clk_routes.png
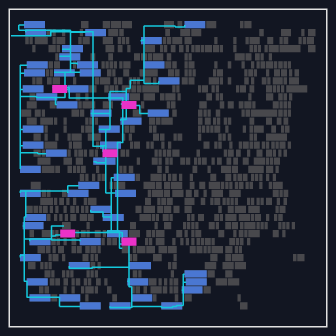
wires.png
The bar under the picture is 20 um long. Two of the layers only.
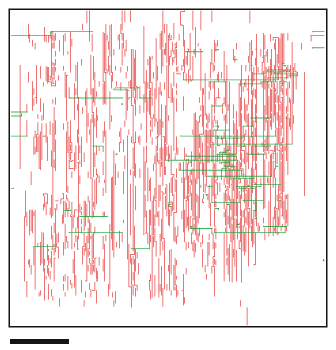
power_grid.png
The bar under the picture is 20 um long. Pins as bars on the die edge.
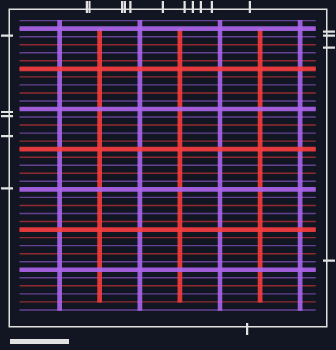
clocks.png
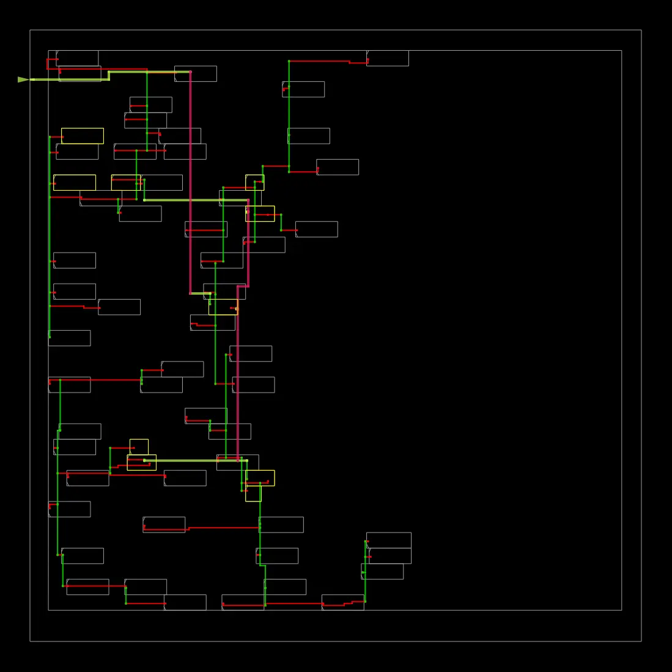
[src/rtl/ps2_keyboard_pkg.sv]
// Shared types and constants for the PS/2 keyboard receiver and scancode mapper.
// Latency: none (definitions only).
// Backpressure: none (definitions only).
package ps2_keyboard_pkg;

  typedef enum logic [1:0] {
    IDLE   = 2'd0,
    DATA   = 2'd1,
    PARITY = 2'd2,
    STOP   = 2'd3
  } state_t;

  // Scancode set 2 prefix and modifier bytes
  localparam logic [7:0] SC_EXT    = 8'hE0;
  localparam logic [7:0] SC_BRK    = 8'hF0;
  localparam logic [7:0] SC_LSHIFT = 8'h12;
  localparam logic [7:0] SC_RSHIFT = 8'h59;

  // Hack special-key codes
  localparam logic [7:0] KEY_ENTER  = 8'd128;
  localparam logic [7:0] KEY_BKSP   = 8'd129;
  localparam logic [7:0] KEY_LEFT   = 8'd130;
  localparam logic [7:0] KEY_UP     = 8'd131;
  localparam logic [7:0] KEY_RIGHT  = 8'd132;
  localparam logic [7:0] KEY_DOWN   = 8'd133;
  localparam logic [7:0] KEY_HOME   = 8'd134;
  localparam logic [7:0] KEY_END    = 8'd135;
  localparam logic [7:0] KEY_PGUP   = 8'd136;
  localparam logic [7:0] KEY_PGDN   = 8'd137;
  localparam logic [7:0] KEY_INSERT = 8'd138;
  localparam logic [7:0] KEY_DELETE = 8'd139;
  localparam logic [7:0] KEY_ESC    = 8'd140;
  localparam logic [7:0] KEY_F1     = 8'd141;
  localparam logic [7:0] KEY_F2     = 8'd142;
  localparam logic [7:0] KEY_F3     = 8'd143;
  localparam logic [7:0] KEY_F4     = 8'd144;
  localparam logic [7:0] KEY_F5     = 8'd145;
  localparam logic [7:0] KEY_F6     = 8'd146;
  localparam logic [7:0] KEY_F7     = 8'd147;
  localparam logic [7:0] KEY_F8     = 8'd148;
  localparam logic [7:0] KEY_F9     = 8'd149;
  localparam logic [7:0] KEY_F10    = 8'd150;
  localparam logic [7:0] KEY_F11    = 8'd151;
  localparam logic [7:0] KEY_F12    = 8'd152;

endpackage

[src/rtl/ps2_scancode_map.sv]
// Combinational translation of a set-2 scancode (plus ext/shift context) to a Hack key code.
// Latency: zero cycles, purely combinational.
// Backpressure: none; unmapped scancodes yield 0.
module ps2_scancode_map
  import ps2_keyboard_pkg::*;
(
  input  logic [7:0]  scancode,
  input  logic        ext,
  input  logic        shift,
  output logic [15:0] code
);

  logic [7:0] c;

  // Lookup table: extended keys first, otherwise letters/digits/symbols/specials
  always_comb begin
    c = 8'd0;
    if (ext) begin
      case (scancode)
        8'h6B: c = KEY_LEFT;
        8'h75: c = KEY_UP;
        8'h74: c = KEY_RIGHT;
        8'h72: c = KEY_DOWN;
        8'h6C: c = KEY_HOME;
        8'h69: c = KEY_END;
        8'h7D: c = KEY_PGUP;
        8'h7A: c = KEY_PGDN;
        8'h70: c = KEY_INSERT;
        8'h71: c = KEY_DELETE;
        8'h5A: c = KEY_ENTER;
        default: c = 8'd0;
      endcase
    end else begin
      case (scancode)
        // letters are always uppercase
        8'h1C: c = 8'd65;  8'h32: c = 8'd66;  8'h21: c = 8'd67;  8'h23: c = 8'd68;
        8'h24: c = 8'd69;  8'h2B: c = 8'd70;  8'h34: c = 8'd71;  8'h33: c = 8'd72;
        8'h43: c = 8'd73;  8'h3B: c = 8'd74;  8'h42: c = 8'd75;  8'h4B: c = 8'd76;
        8'h3A: c = 8'd77;  8'h31: c = 8'd78;  8'h44: c = 8'd79;  8'h4D: c = 8'd80;
        8'h15: c = 8'd81;  8'h2D: c = 8'd82;  8'h1B: c = 8'd83;  8'h2C: c = 8'd84;
        8'h3C: c = 8'd85;  8'h2A: c = 8'd86;  8'h1D: c = 8'd87;  8'h22: c = 8'd88;
        8'h35: c = 8'd89;  8'h1A: c = 8'd90;
        // digits row
        8'h16: c = shift ? 8'd33 : 8'd49;
        8'h1E: c = shift ? 8'd64 : 8'd50;
        8'h26: c = shift ? 8'd35 : 8'd51;
        8'h25: c = shift ? 8'd36 : 8'd52;
        8'h2E: c = shift ? 8'd37 : 8'd53;
        8'h36: c = shift ? 8'd94 : 8'd54;
        8'h3D: c = shift ? 8'd38 : 8'd55;
        8'h3E: c = shift ? 8'd42 : 8'd56;
        8'h46: c = shift ? 8'd40 : 8'd57;
        8'h45: c = shift ? 8'd41 : 8'd48;
        // symbols
        8'h0E: c = shift ? 8'd126 : 8'd96;
        8'h4E: c = shift ? 8'd95  : 8'd45;
        8'h55: c = shift ? 8'd43  : 8'd61;
        8'h54: c = shift ? 8'd123 : 8'd91;
        8'h5B: c = shift ? 8'd125 : 8'd93;
        8'h5D: c = shift ? 8'd124 : 8'd92;
        8'h4C: c = shift ? 8'd58  : 8'd59;
        8'h52: c = shift ? 8'd34  : 8'd39;
        8'h41: c = shift ? 8'd60  : 8'd44;
        8'h49: c = shift ? 8'd62  : 8'd46;
        8'h4A: c = shift ? 8'd63  : 8'd47;
        // specials
        8'h29: c = 8'd32;
        8'h5A: c = KEY_ENTER;
        8'h66: c = KEY_BKSP;
        8'h76: c = KEY_ESC;
        8'h05: c = KEY_F1;   8'h06: c = KEY_F2;   8'h04: c = KEY_F3;   8'h0C: c = KEY_F4;
        8'h03: c = KEY_F5;   8'h0B: c = KEY_F6;   8'h83: c = KEY_F7;   8'h0A: c = KEY_F8;
        8'h01: c = KEY_F9;   8'h09: c = KEY_F10;  8'h78: c = KEY_F11;  8'h07: c = KEY_F12;
        default: c = 8'd0;
      endcase
    end
    code = {8'h00, c};
  end

endmodule

[src/rtl/ps2_keyboard.sv]
// PS/2 keyboard receiver: sync + glitch filter, frame FSM, make/break decode to a held Hack key code.
// Latency: byte_done one cycle after the stop edge, kb_out one cycle after byte_done.
// Backpressure: none; the keyboard cannot be stalled, bad or stalled frames are dropped with rx_error.
module ps2_keyboard
  import ps2_keyboard_pkg::*;
#(
  parameter int FILTER_LEN     = 8,
  parameter int TIMEOUT_CYCLES = 50000
) (
  input  logic        clk,
  input  logic        reset_n,
  input  logic        ps2_clk,
  input  logic        ps2_data,
  output logic [15:0] kb_out,
  output logic        rx_error
);

  localparam int FW = $clog2(FILTER_LEN + 1);
  localparam int TW = $clog2(TIMEOUT_CYCLES + 1);

  logic          clk_s1, clk_s2, dat_s1, dat_s2;
  logic          filt_clk, fall;
  logic [FW-1:0] filt_cnt;
  state_t        state;
  logic [2:0]    bit_cnt;
  logic [7:0]    shreg;
  logic          par;
  logic [TW-1:0] tmo_cnt;
  logic          byte_done, frame_bad;
  logic          ext, brk, lshift, rshift, shift;
  logic [15:0]   map_code;

  // Two-flop synchronizers; idle PS/2 lines are high
  always_ff @(posedge clk) begin
    if (!reset_n) begin
      clk_s1 <= 1'b1; clk_s2 <= 1'b1;
      dat_s1 <= 1'b1; dat_s2 <= 1'b1;
    end else begin
      clk_s1 <= ps2_clk;  clk_s2 <= clk_s1;
      dat_s1 <= ps2_data; dat_s2 <= dat_s1;
    end
  end

  // Clock filter: follow the line only after FILTER_LEN consecutive differing samples
  always_ff @(posedge clk) begin
    if (!reset_n) begin
      filt_cnt <= '0;
      filt_clk <= 1'b1;
      fall     <= 1'b0;
    end else begin
      fall <= 1'b0;
      if (clk_s2 != filt_clk) begin
        if (filt_cnt == FW'(FILTER_LEN - 1)) begin
          filt_clk <= clk_s2;
          filt_cnt <= '0;
          fall     <= ~clk_s2;
        end else begin
          filt_cnt <= filt_cnt + FW'(1);
        end
      end else begin
        filt_cnt <= '0;
      end
    end
  end

  // Frame FSM: start, 8 data LSB first, odd parity, stop; timeout abandons a stalled frame
  always_ff @(posedge clk) begin
    if (!reset_n) begin
      state     <= IDLE;
      bit_cnt   <= '0;
      shreg     <= '0;
      par       <= 1'b0;
      tmo_cnt   <= '0;
      byte_done <= 1'b0;
      frame_bad <= 1'b0;
      rx_error  <= 1'b0;
    end else begin
      byte_done <= 1'b0;
      frame_bad <= 1'b0;
      rx_error  <= 1'b0;
      if (fall) begin
        tmo_cnt <= '0;
        case (state)
          IDLE: begin
            if (!dat_s2) begin
              state   <= DATA;
              bit_cnt <= '0;
            end else begin
              rx_error <= 1'b1;
            end
          end
          DATA: begin
            shreg   <= {dat_s2, shreg[7:1]};
            bit_cnt <= bit_cnt + 3'd1;
            if (bit_cnt == 3'd7) state <= PARITY;
          end
          PARITY: begin
            par   <= dat_s2;
            state <= STOP;
          end
          STOP: begin
            state <= IDLE;
            if (dat_s2 && (^{shreg, par})) begin
              byte_done <= 1'b1;
            end else begin
              frame_bad <= 1'b1;
              rx_error  <= 1'b1;
            end
          end
          default: state <= IDLE;
        endcase
      end else if (state != IDLE) begin
        if (tmo_cnt == TW'(TIMEOUT_CYCLES - 1)) begin
          state    <= IDLE;
          rx_error <= 1'b1;
          tmo_cnt  <= '0;
          bit_cnt  <= '0;
          shreg    <= '0;
          par      <= 1'b0;
        end else begin
          tmo_cnt <= tmo_cnt + TW'(1);
        end
      end
    end
  end

  assign shift = lshift | rshift;

  ps2_scancode_map u_map (
    .scancode (shreg),
    .ext      (ext),
    .shift    (shift),
    .code     (map_code)
  );

  // Decoder: prefix flags, shift tracking, and held-key register
  always_ff @(posedge clk) begin
    if (!reset_n) begin
      kb_out <= '0;
      ext    <= 1'b0;
      brk    <= 1'b0;
      lshift <= 1'b0;
      rshift <= 1'b0;
    end else if (frame_bad) begin
      ext <= 1'b0;
      brk <= 1'b0;
    end else if (byte_done) begin
      if (shreg == SC_EXT) begin
        ext <= 1'b1;
      end else if (shreg == SC_BRK) begin
        brk <= 1'b1;
      end else begin
        ext <= 1'b0;
        brk <= 1'b0;
        if (!ext && shreg == SC_LSHIFT) begin
          lshift <= ~brk;
        end else if (!ext && shreg == SC_RSHIFT) begin
          rshift <= ~brk;
        end else if (map_code != 16'd0) begin
          if (!brk) kb_out <= map_code;
          else if (kb_out == map_code) kb_out <= 16'd0;
        end
      end
    end
  end

endmodule

[config.mk]
export PLATFORM = sky130hd
export DESIGN_NAME = ps2_keyboard
export DESIGN_NICKNAME = d
export VERILOG_FILES = /design/src/rtl/ps2_keyboard_pkg.sv /design/src/rtl/ps2_scancode_map.sv /design/src/rtl/ps2_keyboard.sv
export SDC_FILE = /design/constraint.sdc
export NUM_CORES = 1
export LEC_CHECK = 0
export ABC_AREA = 1
export CORE_MARGIN = 3
export CORE_UTILIZATION = 41
export CTS_BUF_LIST = sky130_fd_sc_hd__clkbuf_4 sky130_fd_sc_hd__clkbuf_8
export DETAILED_ROUTE_END_ITERATION = 7
export GPL_TIMING_DRIVEN = 0
export PLACE_DENSITY_LB_ADDON = 0.15
export SKIP_CTS_REPAIR_TIMING = 1
export SYNTH_ARGS = -nofsm -noshare
export SYNTH_HDL_FRONTEND = slang
export SYNTH_SLANG_ARGS = --single-unit
[constraint.sdc]
create_clock -name clk -period 2.6 [get_ports clk]
set_input_delay 0.52 -clock clk [delete_from_list [all_inputs] [get_ports clk]]
set_output_delay 0.52 -clock clk [all_outputs]
set_load 0.005 [all_outputs]
==> results_dict.tcl <==
# flow metrics
set metrics [dict create \
    setup.worst_path.class "register to register" \
    top_area_share_pct 26.4 \
    finalSetupViolations 0 \
    area_leaders "dfxtp_1 (26%), nand2_1 (18%), nor2_1 (9.2%)" \
    grt-ovfl-total 0 \
    avgViaCountPerCell 5.29 \
    power.switching_w 0.000320 \
    placed_cells 849 \
    pwr-share-seq_pct 61.6 \
    path_buffers 2 \
    first_global_vias 4204 \
    largest_area_cell "dfxtp_1" \
    crit-reg2reg-launch "shreg[0]" \
    lay_top_count "nand2_1" \
    numSynthFlops 55 \
    p_comb_share_pct 2.9 \
    seq-power_w 0.000847 \
    clock.fmax_mhz 405 \
    startpoint "shreg[0]" \
    avgSynthCellArea_um2 5.99 \
    finalSetupTns_ns 0 \
    power_top_consumer "registers" \
    row_count 36 \
    finalHoldWorstSlack_ns 0.425 \
    hp-class "register to register" \
    maxCapViolCount 0 \
    ant_nets 0 \
    grtUsageTotal_pct 21.6 \
    maxSlewHeadroom_pct 56.4 \
    cp_max_fo 8 \
    path_clk_slew_ns 0.10 \
    htreeDepth 2 \
    dp_slack_ns -0.129 \
    areaGrowthSynthToFinish_pct 21.9 \
    yosysSeqAreaShare_pct 26.4 \
    status "finished, final reports clean" \
    clk_path_buf_depth 2 \
    port_buffers 12 \
    chipArea_um2 11400 \
    power.density_nw_per_um2 270 \
    dr.first_iter.drc_count 283 \
    pg_comb_w 0.0000396 \
    design_area_um2 5090 \
    cp-end-kind "register" \
    drive_gt1_share_pct 21.9 \
    cpPeakStageDelay_ns 0.33 \
    worst_pin_slew_ns 0.650 \
    worstPathArrival_ns 2.66 \
    ys_async_sr_fraction_pct 0 \
    final_cell_mix "nand2_1 (182), nor2_1 (77), inv_1 (58)" \
    ff_type "dfxtp_1" \
    period_minus_slack_ns 2.47 \
    fp-utilization_pct 42.5 \
    path_cells "buf_6 -> clkinvlp_4 -> nand2_4 -> nor2_4 -> nand2_2 -> nand2_1 -> nor2_2 -> nand2_1 -> nor2_2 -> nand4_1 -> nand2_1 -> nand2_1 -> nand2_1 -> nand2_1 -> nor2_2 -> nand3_4 -> nand3_2 -> a21oi_2" \
    worst_setup_path_start_kind "register" \
]
Notes on clk_routes.png above:
[clock wires] cyan | length: 692 um
[clock drivers] magenta | count: 5
[flip-flops] blue | count: 55
routed clock nets: 6
clk_lat worst skew: 0.31 ns
clock power share: 35.6%

Notes on wires.png above:
[metal 2] red | wire length: 6110 um
[metal 3] green | wire length: 533 um
DR WL/cell: 14.4 um
Vias: 4617

Notes on power_grid.png above:
[VSS] purple
[VDD] red
met5 straps: 7
met4 straps: 7
signal pins: 21
rows: 36
core area: 9820 um^2
worst vdd ir: 459 uV
Die X: 107 um
Die Y: 107 um

Notes on clocks.png above:
Clock Skews: 0.00329 ns
Clock Sinks: 55
total CTS buffers: 5
number of sequential cells: 55
Layout clock buffers: 5

==> final timing paths <==
path / end / slack [ns] / cells after the start
setup reg to reg: kb_out[7] / 0.13 / 18
hold reg to reg: clk_s2 / 0.42 / 1
hold / removal: clk_s2 / 0.42 / 1
setup / recovery: kb_out[7] / 0.13 / 18
==> area by class of cell <==
| type | count | area (um^2) |
|---|---|---|
| flip-flops and latches | 55 | 1100 |
| plain buffers | 24 | 185 |
| clock buffers | 5 | 68.8 |
| clock inverters | 3 | 25.0 |
| repair buffers | 28 | 280 |
| well taps | 133 | 166 |
| fillers | 1059 | 4730 |
| inverters | 72 | 287 |
| multi-input cells | 553 | 2980 |
==> cell families after synthesis <==
family          synth area share [%]
compound gates                  10.4
flops                           26.4
xor+xnor                        2.10
buf+inv                         10.6
other cells                   0.0898
simple gates                    48.0
fa+ha+maj                       2.40
==> layer usage <==
metal	up-vias	track usage, %	share of wire [%]
met5	-	0	0
met4	0	8.22	3.7
met3	37	2.47	4.2
met2	131	37.2	49
met1	2128	27.7	43
li1	2321	-	-
==> cells in the mapped netlist, types with 6 or more instances <==
library cell	instances
nor2_1	102
ha_1	8
o21ai_0	14
clkbuf_1	6
dfxtp_1	55
buf_4	14
nand3_1	66
inv_2	7
nand4_1	16
nor3_1	12
a21oi_1	44
nand2_2	10
nand2_1	202
xor2_1	7
inv_1	63
nor2_2	14
==> state kept, by name, summed over array words and instances (netlist names) <==
register,cells
tmo_cnt,16
kb_out,8
shreg,8
filt_cnt,4
bit_cnt,3
state,2
brk,1
byte_done,1
clk_s1,1
clk_s2,1
dat_s1,1
dat_s2,1
ext,1
fall,1
filt_clk,1
frame_bad,1
lshift,1
par,1
rshift,1
rx_error,1
Power figures rest on the tool's default switching activity, not on a simulated workload.
